File: src/rtl/ram2_ctrl_pkg.sv
// Shared definitions for the RAM2 SRAM controller.
// - Request-strobe polarities and the zero data word.
// - Controller FSM state encoding.
// - Requester port identifiers.
package ram2_ctrl_pkg;

  localparam logic        RamChipEnable = 1'b1;
  localparam logic        ReadEnable    = 1'b1;
  localparam logic        WriteEnable   = 1'b1;
  localparam logic [31:0] ZeroWord      = 32'h0000_0000;

  typedef enum logic [2:0] {
    Ram2Idle    = 3'd0,
    Ram2Rd      = 3'd1,
    Ram2WrSetup = 3'd2,
    Ram2WrPulse = 3'd3,
    Ram2WrHold  = 3'd4
  } ram2_state_e;

  typedef enum logic {
    Ram2PortIf  = 1'b0,
    Ram2PortMem = 1'b1
  } ram2_port_e;

endpackage

File: src/rtl/ram2_arb.sv
// Winner select between the IF and MEM requesters of the RAM2 controller.
// Build option RAM2_CTRL_RR_EN: round-robin on contention using a last-grant
// register (reset to IF); otherwise fixed priority with MEM first.
// Ports:
//   clk, rst, accept - only present with RAM2_CTRL_RR_EN; accept marks a cycle
//                      in which a valid grant is actually taken
//   if_req, mem_req  - already-qualified requests
//   grant_valid      - at least one request present
//   grant_port       - winning port
module ram2_arb
  import ram2_ctrl_pkg::*;
(
`ifdef RAM2_CTRL_RR_EN
  input  logic       clk,
  input  logic       rst,
  input  logic       accept,
`endif
  input  logic       if_req,
  input  logic       mem_req,
  output logic       grant_valid,
  output ram2_port_e grant_port
);

  assign grant_valid = if_req | mem_req;

`ifdef RAM2_CTRL_RR_EN
  ram2_port_e last_q;

  always_comb begin
    grant_port = Ram2PortIf;
    if (if_req && mem_req) begin
      // On contention the port that did not win last time goes first.
      grant_port = (last_q == Ram2PortIf) ? Ram2PortMem : Ram2PortIf;
    end else if (mem_req) begin
      grant_port = Ram2PortMem;
    end
  end

  always_ff @(posedge clk or posedge rst) begin
    if (rst) begin
      last_q <= Ram2PortIf;
    end else if (accept && grant_valid) begin
      last_q <= grant_port;
    end
  end
`else
  assign grant_port = mem_req ? Ram2PortMem : Ram2PortIf;
`endif

endmodule

File: src/rtl/ram2_ctrl.sv
// Sequencer/arbiter for the single-port RAM2 SRAM shared by instruction fetch
// and the MEM stage. One access at a time, programmable strobe wait states,
// one-cycle ready pulse per completed access, combinational stall request.
// Build option RAM2_CTRL_RR_EN selects round-robin arbitration (see ram2_arb).
// Ports:
//   clk, rst                     - clock, asynchronous active-high reset
//   if_re_i/if_addr_i            - IF read request and word address
//   if_inst_o/if_ready_o         - IF read data and completion pulse
//   mem_ce_i/re_i/we_i           - MEM enable and read/write request
//   mem_addr_i/mem_data_i        - MEM word address and write data
//   mem_data_o/mem_ready_o       - MEM read data and completion pulse
//   stallreq_o                   - pipeline stall while a request is unserved
//   ram_*                        - registered SRAM address, data and strobes
module ram2_ctrl
  import ram2_ctrl_pkg::*;
#(
  parameter int unsigned ADDR_W      = 18,
  parameter int unsigned WAIT_CYCLES = 1
) (
  input  logic              clk,
  input  logic              rst,
  input  logic              if_re_i,
  input  logic [31:0]       if_addr_i,
  output logic [31:0]       if_inst_o,
  output logic              if_ready_o,
  input  logic              mem_ce_i,
  input  logic              mem_re_i,
  input  logic              mem_we_i,
  input  logic [31:0]       mem_addr_i,
  input  logic [31:0]       mem_data_i,
  output logic [31:0]       mem_data_o,
  output logic              mem_ready_o,
  output logic              stallreq_o,
  output logic [ADDR_W-1:0] ram_addr_o,
  output logic [31:0]       ram_data_o,
  input  logic [31:0]       ram_data_i,
  output logic              ram_data_oe_o,
  output logic              ram_ce_n_o,
  output logic              ram_oe_n_o,
  output logic              ram_we_n_o
);

  localparam logic [2:0] WaitInit = 3'(WAIT_CYCLES);

  ram2_state_e state_q;
  ram2_port_e  port_q;
  logic [2:0]  cnt_q;

  logic       mem_req;
  logic       mem_is_wr;
  logic       grant_valid;
  ram2_port_e grant_port;

  assign mem_req   = (mem_ce_i == RamChipEnable) &&
                     ((mem_re_i == ReadEnable) || (mem_we_i == WriteEnable));
  assign mem_is_wr = (mem_we_i == WriteEnable);

  assign stallreq_o = (mem_req && !mem_ready_o) || (if_re_i && !if_ready_o);

  // A port in its ready cycle still holds its old request; mask it so the
  // completed access is not issued a second time.
  ram2_arb u_arb (
`ifdef RAM2_CTRL_RR_EN
    .clk         (clk),
    .rst         (rst),
    .accept      (state_q == Ram2Idle),
`endif
    .if_req      (if_re_i && !if_ready_o),
    .mem_req     (mem_req && !mem_ready_o),
    .grant_valid (grant_valid),
    .grant_port  (grant_port)
  );

  if (ADDR_W < 32) begin : g_addr_unused
    logic unused_addr;
    assign unused_addr = ^{if_addr_i[31:ADDR_W], mem_addr_i[31:ADDR_W]};
  end

  always_ff @(posedge clk or posedge rst) begin
    if (rst) begin
      state_q       <= Ram2Idle;
      port_q        <= Ram2PortIf;
      cnt_q         <= 3'd0;
      ram_addr_o    <= '0;
      ram_data_o    <= ZeroWord;
      ram_data_oe_o <= 1'b0;
      ram_ce_n_o    <= 1'b1;
      ram_oe_n_o    <= 1'b1;
      ram_we_n_o    <= 1'b1;
      if_inst_o     <= ZeroWord;
      mem_data_o    <= ZeroWord;
      if_ready_o    <= 1'b0;
      mem_ready_o   <= 1'b0;
    end else begin
      if_ready_o  <= 1'b0;
      mem_ready_o <= 1'b0;
      unique case (state_q)
        Ram2Idle: begin
          if (grant_valid) begin
            port_q     <= grant_port;
            ram_ce_n_o <= 1'b0;
            ram_addr_o <= (grant_port == Ram2PortMem) ? mem_addr_i[ADDR_W-1:0]
                                                      : if_addr_i[ADDR_W-1:0];
            if ((grant_port == Ram2PortMem) && mem_is_wr) begin
              ram_data_o    <= mem_data_i;
              ram_data_oe_o <= 1'b1;
              state_q       <= Ram2WrSetup;
            end else begin
              ram_oe_n_o <= 1'b0;
              cnt_q      <= WaitInit;
              state_q    <= Ram2Rd;
            end
          end
        end
        Ram2Rd: begin
          if (cnt_q == 3'd0) begin
            ram_ce_n_o <= 1'b1;
            ram_oe_n_o <= 1'b1;
            if (port_q == Ram2PortMem) begin
              mem_data_o  <= ram_data_i;
              mem_ready_o <= 1'b1;
            end else begin
              if_inst_o  <= ram_data_i;
              if_ready_o <= 1'b1;
            end
            state_q <= Ram2Idle;
          end else begin
            cnt_q <= cnt_q - 3'd1;
          end
        end
        Ram2WrSetup: begin
          ram_we_n_o <= 1'b0;
          cnt_q      <= WaitInit;
          state_q    <= Ram2WrPulse;
        end
        Ram2WrPulse: begin
          if (cnt_q == 3'd0) begin
            ram_we_n_o  <= 1'b1;
            mem_ready_o <= 1'b1;
            state_q     <= Ram2WrHold;
          end else begin
            cnt_q <= cnt_q - 3'd1;
          end
        end
        Ram2WrHold: begin
          ram_ce_n_o    <= 1'b1;
          ram_data_oe_o <= 1'b0;
          state_q       <= Ram2Idle;
        end
        default: begin
          ram_ce_n_o    <= 1'b1;
          ram_oe_n_o    <= 1'b1;
          ram_we_n_o    <= 1'b1;
          ram_data_oe_o <= 1'b0;
          state_q       <= Ram2Idle;
        end
      endcase
    end
  end

endmodule

File: config.mk
export PLATFORM = sky130hd
export DESIGN_NAME = ram2_ctrl
export DESIGN_NICKNAME = d
export VERILOG_FILES = /design/src/rtl/ram2_ctrl_pkg.sv /design/src/rtl/ram2_arb.sv /design/src/rtl/ram2_ctrl.sv
export SDC_FILE = /design/constraint.sdc
export NUM_CORES = 1
export LEC_CHECK = 0
export ABC_AREA = 1
export CAP_MARGIN = 20
export CORE_MARGIN = 2
export CORE_UTILIZATION = 30
export CTS_CLUSTER_DIAMETER = 60
export DETAILED_ROUTE_END_ITERATION = 16
export PLACE_DENSITY = 0.7
export SLEW_MARGIN = 10
export SYNTH_ARGS = -nofsm -noshare
export SYNTH_HDL_FRONTEND = slang
export SYNTH_HIERARCHICAL = 1
export SYNTH_SLANG_ARGS = --single-unit
export TNS_END_PERCENT = 1
File: constraint.sdc
create_clock -name clk -period 7.4 [get_ports clk]
set_input_delay 0.74 -clock clk [delete_from_list [all_inputs] [get_ports clk]]
set_output_delay 0.74 -clock clk [all_outputs]
set_load 0.05 [all_outputs]
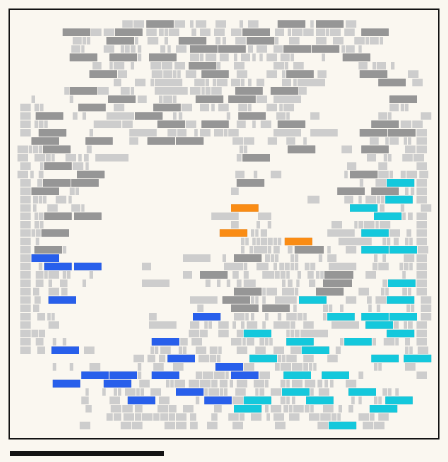
(images/registers.png)
The bar under the picture is 50 um long. Other sequential cells in the stronger grey, the rest of the logic in the fainter grey.
Key: cnt_q = orange [flops 3]; ram_data_o = cyan [flops 32]; ram_addr_o = blue [flops 18]
Another 74 sequential cells are not coloured.
Reg area: 3180 um2
flop share of the area: 0.378
seq pwr: 1.22 mW
Util after Layout: 0.469

==> impl_metrics.env <==
# flow metrics
export IMPL_cts_setup_buffers=0
export IMPL_io_pins=255
export IMPL_yosysWarningCount=6
export IMPL_ys_cells=565
export IMPL_cts_tree="built"
export IMPL_cp_data_required_time_ps=6660
export IMPL_yosys_area_top_type="dfrtp_1"
export IMPL_clk_path_buf_depth=2
export IMPL_arrival_ps=2390
export IMPL_peakVddDrop_v=0.000258
export IMPL_place_ws_ps=3570
export IMPL_common_cells="nand2_1 (186), dfrtp_1 (124), inv_1 (44)"
export IMPL_outcome="finished clean"
export IMPL_finalCritPeriodShare=0.424
export IMPL_vias=4535
export IMPL_path_depth=4
export IMPL_wl_met1_um=6280
export IMPL_fin_crit_ps=3130
export IMPL_dr_wl_met3_um=623
export IMPL_grt_max_degree=66
export IMPL_aoi_share=0.117
export IMPL_critPathCaptureType="output pin"
export IMPL_top_cell_area_share=0.566
export IMPL_simple_gate_area_frac=0.217
export IMPL_crit_path_start="mem_we_i"
export IMPL_hold_ws_ps=465
export IMPL_ys_area_um2=5480
export IMPL_cellInternalPower_mw=2.40
export IMPL_die_w_um=139
export IMPL_r2r_start="mem_ready_o$_DFF_PP0_"
export IMPL_cpMostUsedCell="clkdlybuf4s50_1"
export IMPL_synth_avg_cell_area_um2=9.70
export IMPL_clock_buffers=17
export IMPL_area_growth_pct=53.7
export IMPL_warnings=54
export IMPL_grt_use_total=0.152
export IMPL_crit_type="primary input to output pin"
export IMPL_rrSetupSlack_ps=5020
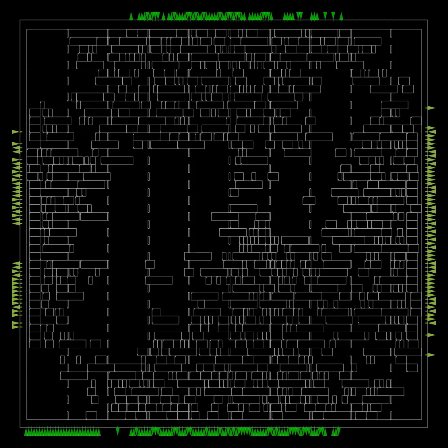
(images/final_placement.png)
FILL cells: 1721
flop count: 127
tap cell count: 229
final cell count without fillers: 1026
Core Footprint: 18000 um2

Power is estimated from default activity; no workload was simulated.
